**config.mk**
```make
export PLATFORM = sky130hd
export DESIGN_NAME = seq_pattern_gen_flat
export DESIGN_NICKNAME = d
export VERILOG_FILES = /design/src/rtl/seq_pattern_gen_if.sv /design/src/rtl/seq_pattern_gen.sv /design/src/flat_wrapper.sv
export SDC_FILE = /design/constraint.sdc
export NUM_CORES = 1
export LEC_CHECK = 0
export CAP_MARGIN = 20
export CORE_ASPECT_RATIO = 1.75
export CORE_MARGIN = 3
export CORE_UTILIZATION = 31
export DETAILED_ROUTE_END_ITERATION = 10
export HOLD_SLACK_MARGIN = 0.05
export PLACE_DENSITY = 0.51
export REMOVE_ABC_BUFFERS = 1
export SETUP_SLACK_MARGIN = 0.15
export SLEW_MARGIN = 20
export SYNTH_ARGS = -nofsm -noshare
export SYNTH_HDL_FRONTEND = slang
export SYNTH_SLANG_ARGS = --single-unit
```
**constraint.sdc**
```tcl
create_clock -name clk -period 3.8 [get_ports clk]
set_input_delay 0.38 -clock clk [delete_from_list [all_inputs] [get_ports clk]]
set_output_delay 0.38 -clock clk [all_outputs]
set_load 0.005 [all_outputs]
```
**src/rtl/seq_pattern_gen_if.sv**
```systemverilog
// seq_pattern_gen_if: request/serial-output bundle for the serial pattern generator.
// The master side requests patterns and watches the serial line; the slave side is the generator.
interface seq_pattern_gen_if #(
    parameter int unsigned WIDTH = 8
);
    localparam int unsigned LEN_W = $clog2(WIDTH + 1);

    logic             start;
    logic [WIDTH-1:0] pattern;
    logic [LEN_W-1:0] len;
    logic             hold;
    logic             sout;
    logic             sout_valid;
    logic             busy;
    logic             done;
    logic [2:0]       state;

    modport master (
        output start, pattern, len, hold,
        input  sout, sout_valid, busy, done, state
    );

    modport slave (
        input  start, pattern, len, hold,
        output sout, sout_valid, busy, done, state
    );
endinterface

```
**src/rtl/seq_pattern_gen.sv**
```systemverilog
// seq_pattern_gen: sends one pattern MSB-first on a serial line, with hold stall and a done pulse.
// Optional macro SEQ_PATTERN_GEN_LOOP_EN: start in DONE reloads and shifts again without an IDLE gap.
module seq_pattern_gen #(
    parameter int unsigned WIDTH      = 8,
    parameter bit          IDLE_LEVEL = 1'b1
) (
    input  logic             clk,
    input  logic             reset,
    seq_pattern_gen_if.slave bus
);
    localparam int unsigned LEN_W = $clog2(WIDTH + 1);

    typedef enum logic [2:0] {
        ST_IDLE  = 3'd0,
        ST_SHIFT = 3'd1,
        ST_DONE  = 3'd2
    } state_t;

    state_t           r_state;
    state_t           w_state_nxt;
    logic [WIDTH-1:0] r_shift;
    logic [WIDTH-1:0] w_shift_nxt;
    logic [LEN_W-1:0] r_remain;
    logic [LEN_W-1:0] w_remain_nxt;
    logic [LEN_W-1:0] w_eff_len;
    logic [WIDTH-1:0] w_load_word;
    logic             r_sout;
    logic             r_sout_valid;
    logic             r_busy;
    logic             r_done;
    logic             w_sout_nxt;
    logic             w_sout_valid_nxt;
    logic             w_busy_nxt;
    logic             w_done_nxt;

    // Effective length and the MSB-aligned load word: bit len-1 lands in the top bit.
    always_comb begin
        if ((bus.len == '0) || (32'(bus.len) > WIDTH)) begin
            w_eff_len = LEN_W'(WIDTH);
        end else begin
            w_eff_len = bus.len;
        end
        w_load_word = bus.pattern << (LEN_W'(WIDTH) - w_eff_len);
    end

    // Next-state, datapath and next-output decode.
    always_comb begin
        w_state_nxt  = r_state;
        w_shift_nxt  = r_shift;
        w_remain_nxt = r_remain;

        case (r_state)
            ST_IDLE: begin
                if (bus.start) begin
                    w_state_nxt  = ST_SHIFT;
                    w_shift_nxt  = w_load_word;
                    w_remain_nxt = w_eff_len;
                end
            end
            ST_SHIFT: begin
                if (!bus.hold) begin
                    if (r_remain <= LEN_W'(1)) begin
                        w_state_nxt  = ST_DONE;
                        w_shift_nxt  = '0;
                        w_remain_nxt = '0;
                    end else begin
                        w_shift_nxt  = r_shift << 1;
                        w_remain_nxt = r_remain - LEN_W'(1);
                    end
                end
            end
            ST_DONE: begin
`ifdef SEQ_PATTERN_GEN_LOOP_EN
                if (bus.start) begin
                    w_state_nxt  = ST_SHIFT;
                    w_shift_nxt  = w_load_word;
                    w_remain_nxt = w_eff_len;
                end else begin
                    w_state_nxt = ST_IDLE;
                end
`else
                w_state_nxt = ST_IDLE;
`endif
            end
            default: begin
                w_state_nxt  = ST_IDLE;
                w_shift_nxt  = '0;
                w_remain_nxt = '0;
            end
        endcase

        // Outputs are a pure decode of the upcoming registered state and shift word.
        w_sout_valid_nxt = (w_state_nxt == ST_SHIFT);
        w_busy_nxt       = (w_state_nxt == ST_SHIFT) || (w_state_nxt == ST_DONE);
        w_done_nxt       = (w_state_nxt == ST_DONE);
        w_sout_nxt       = (w_state_nxt == ST_SHIFT) ? w_shift_nxt[WIDTH-1] : IDLE_LEVEL;
    end

    // State, datapath and output registers with synchronous reset.
    always_ff @(posedge clk) begin
        if (reset) begin
            r_state      <= ST_IDLE;
            r_shift      <= '0;
            r_remain     <= '0;
            r_sout       <= IDLE_LEVEL;
            r_sout_valid <= 1'b0;
            r_busy       <= 1'b0;
            r_done       <= 1'b0;
        end else begin
            r_state      <= w_state_nxt;
            r_shift      <= w_shift_nxt;
            r_remain     <= w_remain_nxt;
            r_sout       <= w_sout_nxt;
            r_sout_valid <= w_sout_valid_nxt;
            r_busy       <= w_busy_nxt;
            r_done       <= w_done_nxt;
        end
    end

    assign bus.sout       = r_sout;
    assign bus.sout_valid = r_sout_valid;
    assign bus.busy       = r_busy;
    assign bus.done       = r_done;
    assign bus.state      = r_state;
endmodule

```
**src/flat_wrapper.sv**
```systemverilog
// flat-port wrapper written by rule: the top's interface ports become plain ports
module seq_pattern_gen_flat 
#(
    parameter int unsigned WIDTH      = 8,
    parameter bit          IDLE_LEVEL = 1'b1
)
  (clk, reset, bus_start, bus_pattern, bus_len, bus_hold, bus_sout, bus_sout_valid, bus_busy, bus_done, bus_state);
  seq_pattern_gen_if #(.WIDTH(WIDTH)) bus_i ();
  input  logic clk;
  input  logic reset;
  input wire logic [$bits(bus_i.start)-1:0] bus_start;
  input wire logic [$bits(bus_i.pattern)-1:0] bus_pattern;
  input wire logic [$bits(bus_i.len)-1:0] bus_len;
  input wire logic [$bits(bus_i.hold)-1:0] bus_hold;
  output wire logic [$bits(bus_i.sout)-1:0] bus_sout;
  output wire logic [$bits(bus_i.sout_valid)-1:0] bus_sout_valid;
  output wire logic [$bits(bus_i.busy)-1:0] bus_busy;
  output wire logic [$bits(bus_i.done)-1:0] bus_done;
  output wire logic [$bits(bus_i.state)-1:0] bus_state;
  assign bus_i.start = bus_start;
  assign bus_i.pattern = bus_pattern;
  assign bus_i.len = bus_len;
  assign bus_i.hold = bus_hold;
  assign bus_sout = bus_i.sout;
  assign bus_sout_valid = bus_i.sout_valid;
  assign bus_busy = bus_i.busy;
  assign bus_done = bus_i.done;
  assign bus_state = bus_i.state;
  seq_pattern_gen #(.WIDTH(WIDTH), .IDLE_LEVEL(IDLE_LEVEL)) u_core (.clk(clk), .reset(reset), .bus(bus_i));
endmodule
```
final_congestion.png
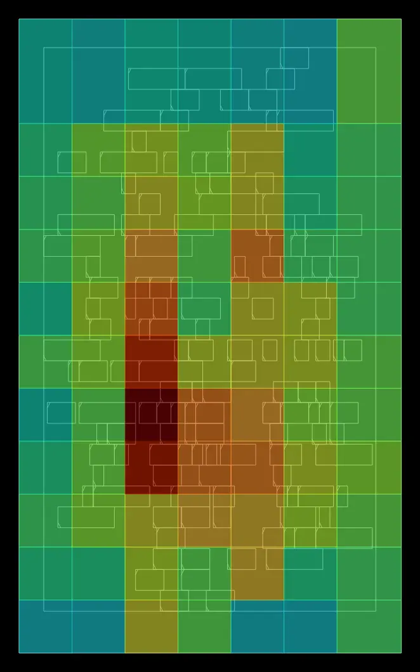
DR WL/cell: 14.66 um
GRT met3 Usage: 0.03232
layer with the highest usage: met2

wire_density.png
(6 px per um) The die is cut into 10 by 17 equal tiles; white is low, dark blue is high, scaled to the fullest tile. Values are wire area over tile area, all layers added.
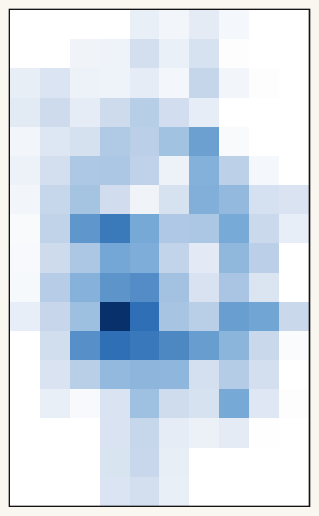
emptiest ninth of the die: north-east
nearly empty tiles: 27%
fullest tile: 0.54
mean over tiles: 0.11
tiles over half the peak: 10%
densest ninth of the die: centre
Routed WL: 2741 um
gr usage total: 0.1534

==> metrics.yaml <==
status:
  outcome: "finished, final reports clean"
worst_hold_path:
  hold_start: "u_core.r_shift[5]"
  hold_path_class: "reg2reg"
  whs_path_depth: 2
  holdPathEnd: "u_core.r_shift[6]"
layout:
  fin_area_um2: 1349
  final_util: 0.4247
  regArea_um2: 380.4
  largestClassByArea: "combinational gates"
  nClkBuffers: 3
  nets: 164
  nNonClkInverters: 5
  logic_gates: 92
  layout_top_cells: "22 x clkdlybuf4s50_1, 19 x dfxtp_1, 13 x nor2_1, 9 x a21oi_1, 8 x mux2i_1"
  n_all_buffers: 24
  fillCellCount: 350
  antenna_cells: 0
  sh_seq_area: 0.2820
  buffer_area_frac: 0.1744
  drive_gt1_frac: 0.05556
  design.seq.count: 19
  layout.area.comb_um2: 614.3
  clkCellAreaFrac: 0.03432
power:
  p_sw_uw: 134.2
  swShare: 0.2881
  pg_comb_uw: 105
  p_leak_nw: 0.4962
  clock_power_uw: 148
  p_seq_frac: 0.459
  powerDensity_nw_per_um2: 345.5
  power_frac_comb: 0.224
  p_int_uw: 331.8
  ir_drop_mv: 0.2307
clock_network:
  clock-root-buffer: "clkbuf_8"
  clock_latency_ns: 0.26
  cts_tree: "built"
  cts_resized: 0
  cts_max_level: 1
  cts_made_buffers: 3
  clk_pin_slew_worst_paths_ns: 0.08
  cts.path.max_buffers: 2
  cts_hold_repair.buffers: 0
  cts_setup_buffers: 0
die:
  tap_cells: 43
  dieArea_um2: 4112
  io_pins: 23
  die_width_um: 49.78
  num_rows: 27
route:
  vias: 1024
  met1Wirelength_um: 988
  vias_per_cell: 5.476
  wl_met3_um: 95
  final_antenna_net_count: 0
  drt_first_pass_iters: 4
critical_path:
  slowest_stage: "clkdlybuf4s50_1"
  start_kind: "input pin"
  crit_fanout: 8
  r2r-start: "u_core.r_remain[0]"
  worstPathArrival_ns: 2.88
  startpoint: "bus_len[0]"
  rr_worst_depth: 7
  crit_chain: "clkdlybuf4s50_1 > nor2b_1 > buf_4 > clkinv_1 > ha_1 > mux2i_1 > o21ai_0 > mux2_2 > a222oi_1 > nor2_1"
  critPathCapture: "u_core.r_shift[6]"
  critPathMaxStageDelay_ns: 0.51
  critPathKind: "in2reg"
  r2r-end: "u_core.r_shift[7]"
  rrSetupSlack_ns: 1.57
  crit_required_ns: 3.94
global_routing:
  grt.met2_usage: 0.2878
  grt_max_degree: 18
  grt_pass1_vias: 1066
  use_met1: 0.1452
  gr-total-overflow: 0
  antenna_found_initial: 0
logic_synthesis:
  ys_seq_frac: 0.3658
  edf_count: 0
  ys_sh_adder: 0.03610
  ys_sh_simple: 0.2154
  ys_top_logic_family: "simple AND/OR/NAND/NOR gates"
  synth_flops: 19
  yosys.cell_count.top_type: "dfxtp_1"
  syn-mean-instance-area_um2: 8.593
  netlist-cell-type-count: 37
  top_cell_area_share: 0.3658
  synth-xor-area-share: 0.01685
  top_cells_by_count: "19 x dfxtp_1, 13 x nor2_1, 9 x a21oi_1"
  synth_chip_area_um2: 1040
  yosys_warnings: 0
  area_leaders: "dfxtp_1 37%, mux2i_1 7.7%, nor2_1 4.7%, a21oi_1 4.3%, a222oi_1 3.9%"
  syn_inst: 121
  async_reset_ff_frac: 0
  ys_sh_aoi: 0.2094
  top_area_cell: "dfxtp_1"
  ys_sh_mux: 0.1095
timing:
  tns_ns: 0
  drv_slew: 0
  max_slew_margin: 0.4282
  rsz0062_at_grt: "false"
  setup_viol_count_final: 0
  fmax_mhz: 364.6
  fin_worst_skew_ns: 0.006007
  finalClockPeriodUsage: 0.7218
  tightest_slew_ns: 0.8505
  holdWs_ns: 0.5009
run:
  warnings: 26
  drv_cap: 0
placement:
  place_congestion: 0.8610
  dpl_cell_area_um2: 1303
  dp_hpwl_um: 2189
clock_map.png
(8 px per um)
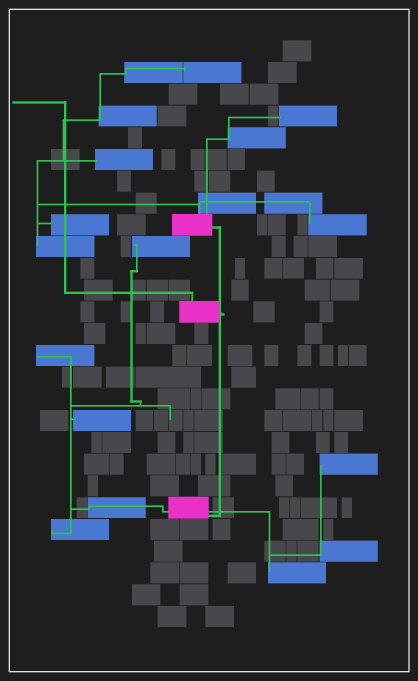
[blue] flip-flops | count: 19
[magenta] cells driving clock nets | count: 3
[green] clock wires | length: 328 um
routed clock nets: 4
flops lie: spread over the die

gate_families.png
(6 px per um)
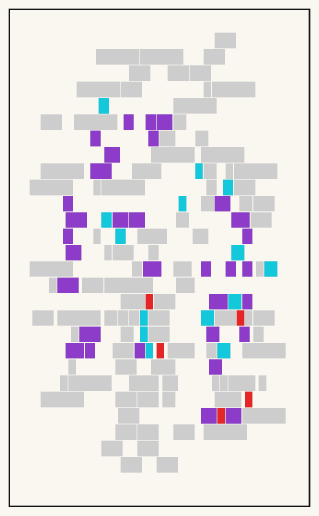
| colour | family | cells |
|---|---|---|
| cyan | NAND gates | 14 |
| red | inverters | 5 |
| purple | inverting AOI/OAI gates | 32 |
fraction of area in multi-input gates: 0.4555
Finished Layout Cells: 187
most used logic cell in the final layout: clkdlybuf4s50_1

[worst max-delay path: cells and delay by family]
family,cells,cell delay (ns)
AND-OR/OR-AND,2,0.42
adder cells (fa/ha/maj),1,0.49
multiplexers,2,0.51
AND/OR/NAND/NOR,2,0.20
buffers and inverters,3,0.87
[stage by stage]
stage,power (mW),instances,setup slack [ns]
finish,0.4660,187,1.057
global route,0.4932,187,0.8308
floorplan,0.2774,116,1.186
global placement,0.3226,183,0.8622
CTS,0.4721,187,1.069
detailed placement,0.3233,183,0.7820
[state kept, by name, summed over array words and instances, names as in the netlist]
name                   count
u_core.bus.sout_valid      1
u_core.r_shift             8
u_core.bus.state           3
u_core.bus.done            1
u_core.bus.sout            1
u_core.r_remain            4
u_core.bus.busy            1
No activity file was given, so power comes from the tool's default toggle rates.
